## config.mk

```make
export PLATFORM = sky130hd
export DESIGN_NAME = dmem_arbiter
export DESIGN_NICKNAME = d
export VERILOG_FILES = /design/src/rtl/dmem_arbiter.sv
export SDC_FILE = /design/constraint.sdc
export NUM_CORES = 1
export LEC_CHECK = 0
export ABC_AREA = 1
export CORE_MARGIN = 2
export CORE_UTILIZATION = 43
export DETAILED_ROUTE_END_ITERATION = 8
export PLACE_DENSITY = 0.88
export SYNTH_ARGS = -nofsm -noshare
export SYNTH_HDL_FRONTEND = slang
export SYNTH_SLANG_ARGS = --single-unit
```

## constraint.sdc

```tcl
create_clock -name mem_clk -period 1.83 [get_ports mem_clk]
set_input_delay 0.2745 -clock mem_clk [delete_from_list [all_inputs] [get_ports mem_clk]]
set_output_delay 0.2745 -clock mem_clk [all_outputs]
set_load 0.1 [all_outputs]
```

## src/rtl/dmem_arbiter.sv

```systemverilog
// Two-port round-robin arbiter/sequencer for a 64x16 registered-read data memory.
// One access in flight; CPU and debug ports share the single memory port.
module dmem_arbiter #(
  parameter int ADDR_W = 8,
  parameter int DATA_W = 16,
  parameter int DEPTH  = 64
) (
  input  logic              mem_clk,
  input  logic              reset,
  input  logic              cpu_req,
  input  logic              cpu_we,
  input  logic [ADDR_W-1:0] cpu_addr,
  input  logic [DATA_W-1:0] cpu_wdata,
  output logic [DATA_W-1:0] cpu_rdata,
  output logic              cpu_done,
  output logic              cpu_err,
  input  logic              dbg_req,
  input  logic              dbg_we,
  input  logic [ADDR_W-1:0] dbg_addr,
  input  logic [DATA_W-1:0] dbg_wdata,
  output logic [DATA_W-1:0] dbg_rdata,
  output logic              dbg_done,
  output logic              dbg_err,
  output logic              mem_dwe,
  output logic [ADDR_W-1:0] mem_addr,
  output logic [DATA_W-1:0] mem_wdata,
  input  logic [DATA_W-1:0] mem_rdata,
  output logic              busy
);

  typedef enum logic [1:0] {IDLE, ACCESS, RESP} state_t;

  localparam logic              PORT_CPU  = 1'b0;
  localparam logic              PORT_DBG  = 1'b1;
  localparam logic [ADDR_W:0]   DEPTH_LIM = DEPTH[ADDR_W:0];

  state_t              state_q, state_d;
  logic                last_grant_q, last_grant_d;
  logic                port_q, port_d;
  logic                we_q, we_d;
  logic                oor_q, oor_d;
  logic                mem_dwe_q, mem_dwe_d;
  logic [ADDR_W-1:0]   mem_addr_q, mem_addr_d;
  logic [DATA_W-1:0]   mem_wdata_q, mem_wdata_d;
  logic [DATA_W-1:0]   cpu_rdata_q, cpu_rdata_d;
  logic                cpu_done_q, cpu_done_d;
  logic                cpu_err_q, cpu_err_d;
  logic [DATA_W-1:0]   dbg_rdata_q, dbg_rdata_d;
  logic                dbg_done_q, dbg_done_d;
  logic                dbg_err_q, dbg_err_d;

  logic                cpu_elig, dbg_elig;
  logic                grant_valid, grant_port;
  logic                sel_we, sel_oor;
  logic [ADDR_W-1:0]   sel_addr;
  logic [DATA_W-1:0]   sel_wdata;

  // A port whose done is high this cycle is still holding its finished request.
  assign cpu_elig    = cpu_req & ~cpu_done_q;
  assign dbg_elig    = dbg_req & ~dbg_done_q;
  assign grant_valid = cpu_elig | dbg_elig;
  assign grant_port  = dbg_elig & (~cpu_elig | (last_grant_q == PORT_CPU));

  assign sel_we    = grant_port ? dbg_we    : cpu_we;
  assign sel_addr  = grant_port ? dbg_addr  : cpu_addr;
  assign sel_wdata = grant_port ? dbg_wdata : cpu_wdata;
  assign sel_oor   = ({1'b0, sel_addr} >= DEPTH_LIM);

  always_ff @(posedge mem_clk or negedge reset) begin
    if (!reset) begin
      state_q      <= IDLE;
      last_grant_q <= PORT_DBG;
      port_q       <= PORT_CPU;
      we_q         <= 1'b0;
      oor_q        <= 1'b0;
      mem_dwe_q    <= 1'b0;
      mem_addr_q   <= '0;
      mem_wdata_q  <= '0;
      cpu_rdata_q  <= '0;
      cpu_done_q   <= 1'b0;
      cpu_err_q    <= 1'b0;
      dbg_rdata_q  <= '0;
      dbg_done_q   <= 1'b0;
      dbg_err_q    <= 1'b0;
    end else begin
      state_q      <= state_d;
      last_grant_q <= last_grant_d;
      port_q       <= port_d;
      we_q         <= we_d;
      oor_q        <= oor_d;
      mem_dwe_q    <= mem_dwe_d;
      mem_addr_q   <= mem_addr_d;
      mem_wdata_q  <= mem_wdata_d;
      cpu_rdata_q  <= cpu_rdata_d;
      cpu_done_q   <= cpu_done_d;
      cpu_err_q    <= cpu_err_d;
      dbg_rdata_q  <= dbg_rdata_d;
      dbg_done_q   <= dbg_done_d;
      dbg_err_q    <= dbg_err_d;
    end
  end

  always_comb begin
    state_d = state_q;
    case (state_q)
      IDLE:    if (grant_valid) state_d = sel_oor ? RESP : ACCESS;
      ACCESS:  state_d = RESP;
      RESP:    state_d = IDLE;
      default: state_d = IDLE;
    endcase
  end

  always_comb begin
    last_grant_d = last_grant_q;
    port_d       = port_q;
    we_d         = we_q;
    oor_d        = oor_q;
    mem_dwe_d    = 1'b0;
    mem_addr_d   = mem_addr_q;
    mem_wdata_d  = mem_wdata_q;
    cpu_rdata_d  = cpu_rdata_q;
    cpu_done_d   = 1'b0;
    cpu_err_d    = 1'b0;
    dbg_rdata_d  = dbg_rdata_q;
    dbg_done_d   = 1'b0;
    dbg_err_d    = 1'b0;
    case (state_q)
      IDLE: begin
        if (grant_valid) begin
          last_grant_d = grant_port;
          port_d       = grant_port;
          we_d         = sel_we;
          oor_d        = sel_oor;
          // Out-of-range requests never touch the memory port.
          if (!sel_oor) begin
            mem_addr_d  = sel_addr;
            mem_wdata_d = sel_wdata;
            mem_dwe_d   = sel_we;
          end
        end
      end
      RESP: begin
        if (port_q == PORT_CPU) begin
          cpu_done_d = 1'b1;
          cpu_err_d  = oor_q;
          if (oor_q)      cpu_rdata_d = '0;
          else if (!we_q) cpu_rdata_d = mem_rdata;
        end else begin
          dbg_done_d = 1'b1;
          dbg_err_d  = oor_q;
          if (oor_q)      dbg_rdata_d = '0;
          else if (!we_q) dbg_rdata_d = mem_rdata;
        end
      end
      default: ;
    endcase
  end

  assign cpu_rdata = cpu_rdata_q;
  assign cpu_done  = cpu_done_q;
  assign cpu_err   = cpu_err_q;
  assign dbg_rdata = dbg_rdata_q;
  assign dbg_done  = dbg_done_q;
  assign dbg_err   = dbg_err_q;
  assign mem_dwe   = mem_dwe_q;
  assign mem_addr  = mem_addr_q;
  assign mem_wdata = mem_wdata_q;
  assign busy      = (state_q != IDLE);

endmodule

```

==> run_1/final_placement.png <==
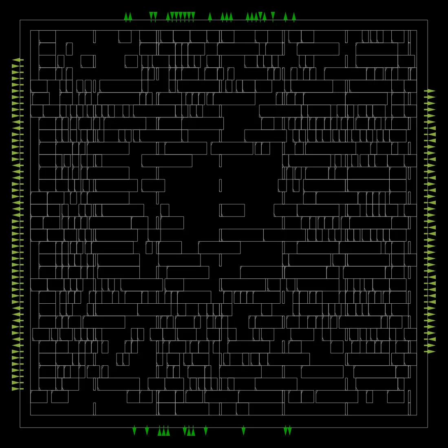
num sequential: 67
final cell utilization of the core: 0.649
Core Area: 0.00714 mm²
row cnt: 31

==> run_1/metal_stack.png <==
The bar under the picture is 20 µm long.
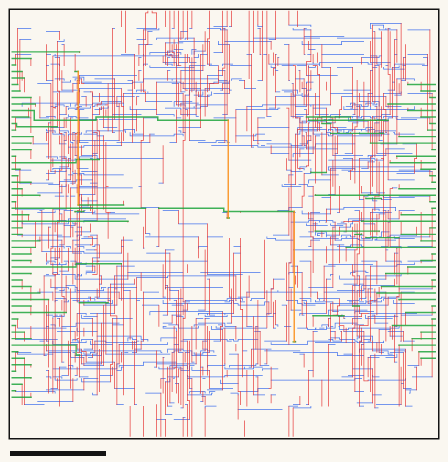
layer	colour	wire length
met1	blue	3180 µm
met2	red	3790 µm
met3	green	702 µm
met4	orange	75.5 µm
total routing resource utilization after global routing: 0.197
DR vias: 2919
Avg WL per Cell: 12.1 µm
Post-Route WL: 7750 µm

==> reports/results.tsv, run 1 <==
metric	value	unit
most frequently placed logic cell in the final layout	sky130_fd_sc_hd__nand2_1	
library cells used by synthesis	22	
Post-Place Setup Slack	-0.0317	ns
number of DRC violations after detailed-routing iteration 0	65	
slowest library cell on the worst path	sky130_fd_sc_hd__dfstp_2	
multi-input gates	252	
share of cell area taken by flip-flops and latches	0.363	
number of antenna violations at the first check in global routing	0	
crit share post-route	0.903	
Comb area	0.00109	mm²
weighted congestion reported at the end of routability-driven placement	0.776	
number of H-tree levels	3	
r2r startpoint	last_grant_q	
path depth of the worst reg2reg path	5	
CTS tree	built	
final hold vios	0	
Layout clock area frac	0.0492	
most frequent cells in the layout	sky130_fd_sc_hd__nand2_1, sky130_fd_sc_hd__clkdlybuf4s50_1, sky130_fd_sc_hd__buf_4	
CTS resizes	0	
post-detail-place hpwl	5770	µm
signal arrival time at the worst endpoint	1.86	ns
Main area contributors	sky130_fd_sc_hd__dfrtp_1, sky130_fd_sc_hd__nand2_1, sky130_fd_sc_hd__inv_1	
reg2reg end	mem_wdata[6]	
number of register bits inferred by synthesis	67	
combinational share of cell area	0.236	
result of the run	complete, no violations	
number of cells in Yosys stat	401	
fraction of layout instances using a drive strength above 1	0.190	
Synth area leader	sky130_fd_sc_hd__dfrtp_1	
async set-or-reset flop fraction in the synthesized netlist	1.00	
Boundary Pins	132	
Post-CTS Hold Fix Bufs	1	
Slowest Stage Delay on Critical Path	0.55	ns
buffer and inverter count on the worst path	0	
Sink Count	67	
part of the Yosys area used for sequential elements	0.536	
commonest cells in the synthesized netlist	sky130_fd_sc_hd__nand2_1, sky130_fd_sc_hd__dfrtp_1, sky130_fd_sc_hd__inv_1	
compound-gate portion of the synthesized area	0.0560	
launch instance of the worst min-delay path	last_grant_q	
CP startpoint	last_grant_q	
endpoint of the worst hold-timing path	last_grant_q	
first-pass GRT wire length	12200	µm
number of global-route vias before repair	2734	
setup repair after global routing missed its margin	false	
overflow left after global routing	0	
WS Path Type	flip-flop to flip-flop	
synthesized-area fraction occupied by and/or/nand/nor cells	0.293	
chip area in the Yosys report	0.00313	mm²
Dominant flop cell	sky130_fd_sc_hd__dfrtp_1	
# diodes	0	
synthesized area per cell	7.81	µm²
Die Ht	89.3	µm
crit-path leading delay family	simple AND/OR/NAND/NOR gates	
buffer share of cell area	0.272	
number of nets in the finished design	606	
==> run_1/drive_strength.png <==
The bar under the picture is 20 µm long.
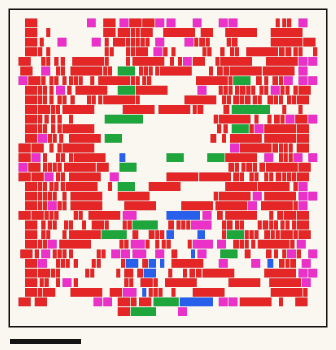
size	colour	cells	most used
drive 2	blue	12	inv_2
drive 1 or less	red	438	nand2_1
drive 3 to 4	magenta	74	buf_4
drive 6 and up	green	17	clkbuf_8
final worst-path setup slack: 0.177 ns
buffer count excluding the clock tree in the final layout: 140
Non-Filler Cell Area, Final: 0.00463 mm²
Synth-to-Final Area Change: 47.9%

==> run_1/met3.png <==
The bar under the picture is 20 µm long.
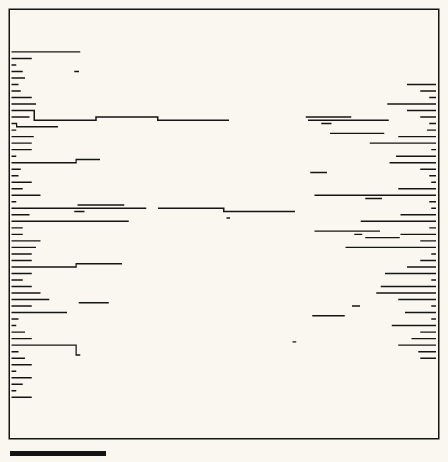
share of all routed wire	9.1%
wire length on this layer	702 µm
GR met3 Demand/Resource: 0.0582

==> run 1: metal layers <==
metal  wire length (µm)  GRT usage  up-vias  share of wire
li1                   -          -     1448              -
met1               3180      0.237     1332           0.41
met2               3790      0.341      133           0.49
met3                701     0.0582        6          0.090
met4                 75     0.0624        0         0.0097
met5                  0          0        -              0
==> run 1: through the flow <==
| step | hold slack, ns | instances |
|---|---|---|
| after global placement | 0.304 | 623 |
| after floorplan | -0.0211 | 401 |
| after CTS | 0.492 | 640 |
| after global routing | 0.498 | 640 |
| after detailed placement | 0.324 | 623 |
| final | 0.489 | 640 |
==> run 2: changes to the inputs <==
--- a/config.mk
+++ b/config.mk
@@ -9,6 +9,7 @@
 export CORE_MARGIN = 2
 export CORE_UTILIZATION = 43
 export DETAILED_ROUTE_END_ITERATION = 8
+export HOLD_SLACK_MARGIN = 0.06
 export PLACE_DENSITY = 0.88
 export SYNTH_ARGS = -nofsm -noshare
 export SYNTH_HDL_FRONTEND = slang
==> run_2/metal_stack.png <==
The bar under the picture is 20 µm long.
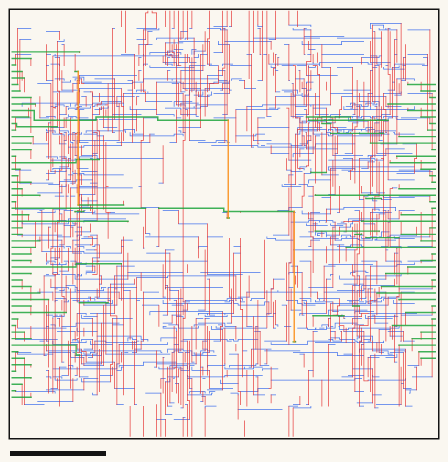

==> run_2/drive_strength.png <==
The bar under the picture is 20 µm long.
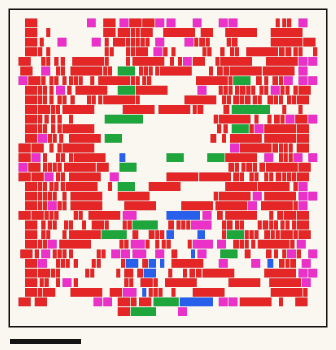
size	colour	cells	most used
drive 6 and up	green	17	clkbuf_8
drive 1 or less	red	438	nand2_1
drive 3 to 4	magenta	74	buf_4
drive 2	blue	12	inv_2

==> reports/results.tsv, run 2 <==
metric	value	unit	change
result of the run	complete, no violations		unchanged
Main area contributors	sky130_fd_sc_hd__dfrtp_1, sky130_fd_sc_hd__nand2_1, sky130_fd_sc_hd__inv_1		unchanged
DR vias	2919		unchanged
sum of routed wire segments on met1	3180	µm	unchanged
pin count of the biggest net entering global routing	39		unchanged
final worst hold slack	0.489	ns	unchanged
signal arrival time at the worst endpoint	1.86	ns	about the same
first-pass GRT wire length	12200	µm	unchanged
Synth area leader	sky130_fd_sc_hd__dfrtp_1		unchanged
die area	0.00798	mm²	unchanged
slowest library cell on the worst path	sky130_fd_sc_hd__dfstp_2		unchanged
Post-CTS Hold Fix Bufs	1		unchanged
CTS tree	built		unchanged
met2 demand-to-capacity share in global routing	0.341		unchanged
met1 track utilization from global routing	0.237		unchanged
row cnt	31		unchanged
Comb area	0.00109	mm²	unchanged
library cells used by synthesis	22		unchanged
number of DRC violations after detailed-routing iteration 0	65		unchanged
Die Ht	89.3	µm	unchanged
weighted congestion reported at the end of routability-driven placement	0.776		unchanged
number of antenna violations at the first check in global routing	0		unchanged
async set-or-reset flop fraction in the synthesized netlist	1.00		unchanged
fraction of layout instances using a drive strength above 1	0.190		unchanged
Post-Route WL	7750	µm	unchanged
Avg WL per Cell	12.1	µm	unchanged
most frequent cells in the layout	sky130_fd_sc_hd__nand2_1, sky130_fd_sc_hd__clkdlybuf4s50_1, sky130_fd_sc_hd__buf_4		unchanged
CP startpoint	last_grant_q		unchanged
CTS resizes	0		unchanged
final cell utilization of the core	0.649		unchanged
endpoint of the worst hold-timing path	last_grant_q		unchanged
part of the Yosys area used for sequential elements	0.536		unchanged
number of global-route vias before repair	2734		unchanged
number of register bits inferred by synthesis	67		unchanged
Non-Filler Cell Area, Final	0.00463	mm²	unchanged
Dominant flop cell	sky130_fd_sc_hd__dfrtp_1		unchanged
crit path DRT	2.03	ns	about the same
setup repair after global routing missed its margin	false		unchanged
Sink Count	67		unchanged
Post-Layout Cell Count	640		unchanged
reg2reg end	mem_wdata[6]		unchanged
total iterations of the first detailed-routing run	5		unchanged
final worst-path setup slack	0.177	ns	unchanged
crit share post-route	0.903		unchanged
number of H-tree levels	3		unchanged
highest metal layer with signal wires	met4		unchanged
WS Path Type	flip-flop to flip-flop		unchanged
WL met3	701	µm	unchanged
final hold vios	0		unchanged
detailed-routed wire length on met2	3790	µm	unchanged
Synth-to-Final Area Change	47.9	%	unchanged
total routing resource utilization after global routing	0.197		unchanged
overflow left after global routing	0		unchanged
synthesized area per cell	7.81	µm²	unchanged
DRC viols	0		unchanged
Post-Place Setup Slack	-0.0317	ns	unchanged
Slowest Stage Delay on Critical Path	0.55	ns	about the same
chip area in the Yosys report	0.00313	mm²	unchanged
cell count after placement	623		unchanged
setup repair bufs after CTS	0		unchanged
path depth of the worst reg2reg path	5		unchanged
most used routing layer in global routing	met2		unchanged
# diodes	0		unchanged
crit path cell chain	nand3_2 -> nand3_1 -> nand3_2 -> nand2_1 -> nand2_1		unchanged
footprint of the flip-flops and latches	0.00168	mm²	unchanged
most frequently placed logic cell in the final layout	sky130_fd_sc_hd__nand2_1		unchanged
core utilization before placement	0.439		unchanged
number of nets in the finished design	606		unchanged
GR met3 Demand/Resource	0.0582		unchanged
Boundary Pins	132		unchanged
post-detail-place hpwl	5770	µm	unchanged
Core Area	0.00714	mm²	unchanged
r2r startpoint	last_grant_q		unchanged
launch instance of the worst min-delay path	last_grant_q		unchanged
number of cells in Yosys stat	401		unchanged
commonest cells in the synthesized netlist	sky130_fd_sc_hd__nand2_1, sky130_fd_sc_hd__dfrtp_1, sky130_fd_sc_hd__inv_1		unchanged
[run 2: cell counts after synthesis]
No cell type changed its count.
[run 2: layout make-up]
cell class / instances / share of cell area
flip-flops and latches: 67 / 0.363
multi-input cells: 252 / 0.236
clock inverters: 4 / 0.0157
inverters: 66 / 0.0535
clock buffers: 12 / 0.0335
well taps: 99 / 0.0268
repair buffers: 140 / 0.272
[run 2: cell families (layout without fill, tap and decap cells)]
logic type             after synthesis  count (layout)  share of synthesized area
AND-OR/OR-AND                       35              35                     0.0560
AND/OR/NAND/NOR                    217             217                      0.293
flip-flops                          67              67                      0.536
buffers and inverters               82             222                      0.115
[run 2: worst max-delay path, delay by kind of cell, from the launching register on]
| kind | cells | cell delay, ns |
|---|---|---|
| AND/OR/NAND/NOR | 5 | 0.98 |
| flip-flops | 1 | 0.55 |
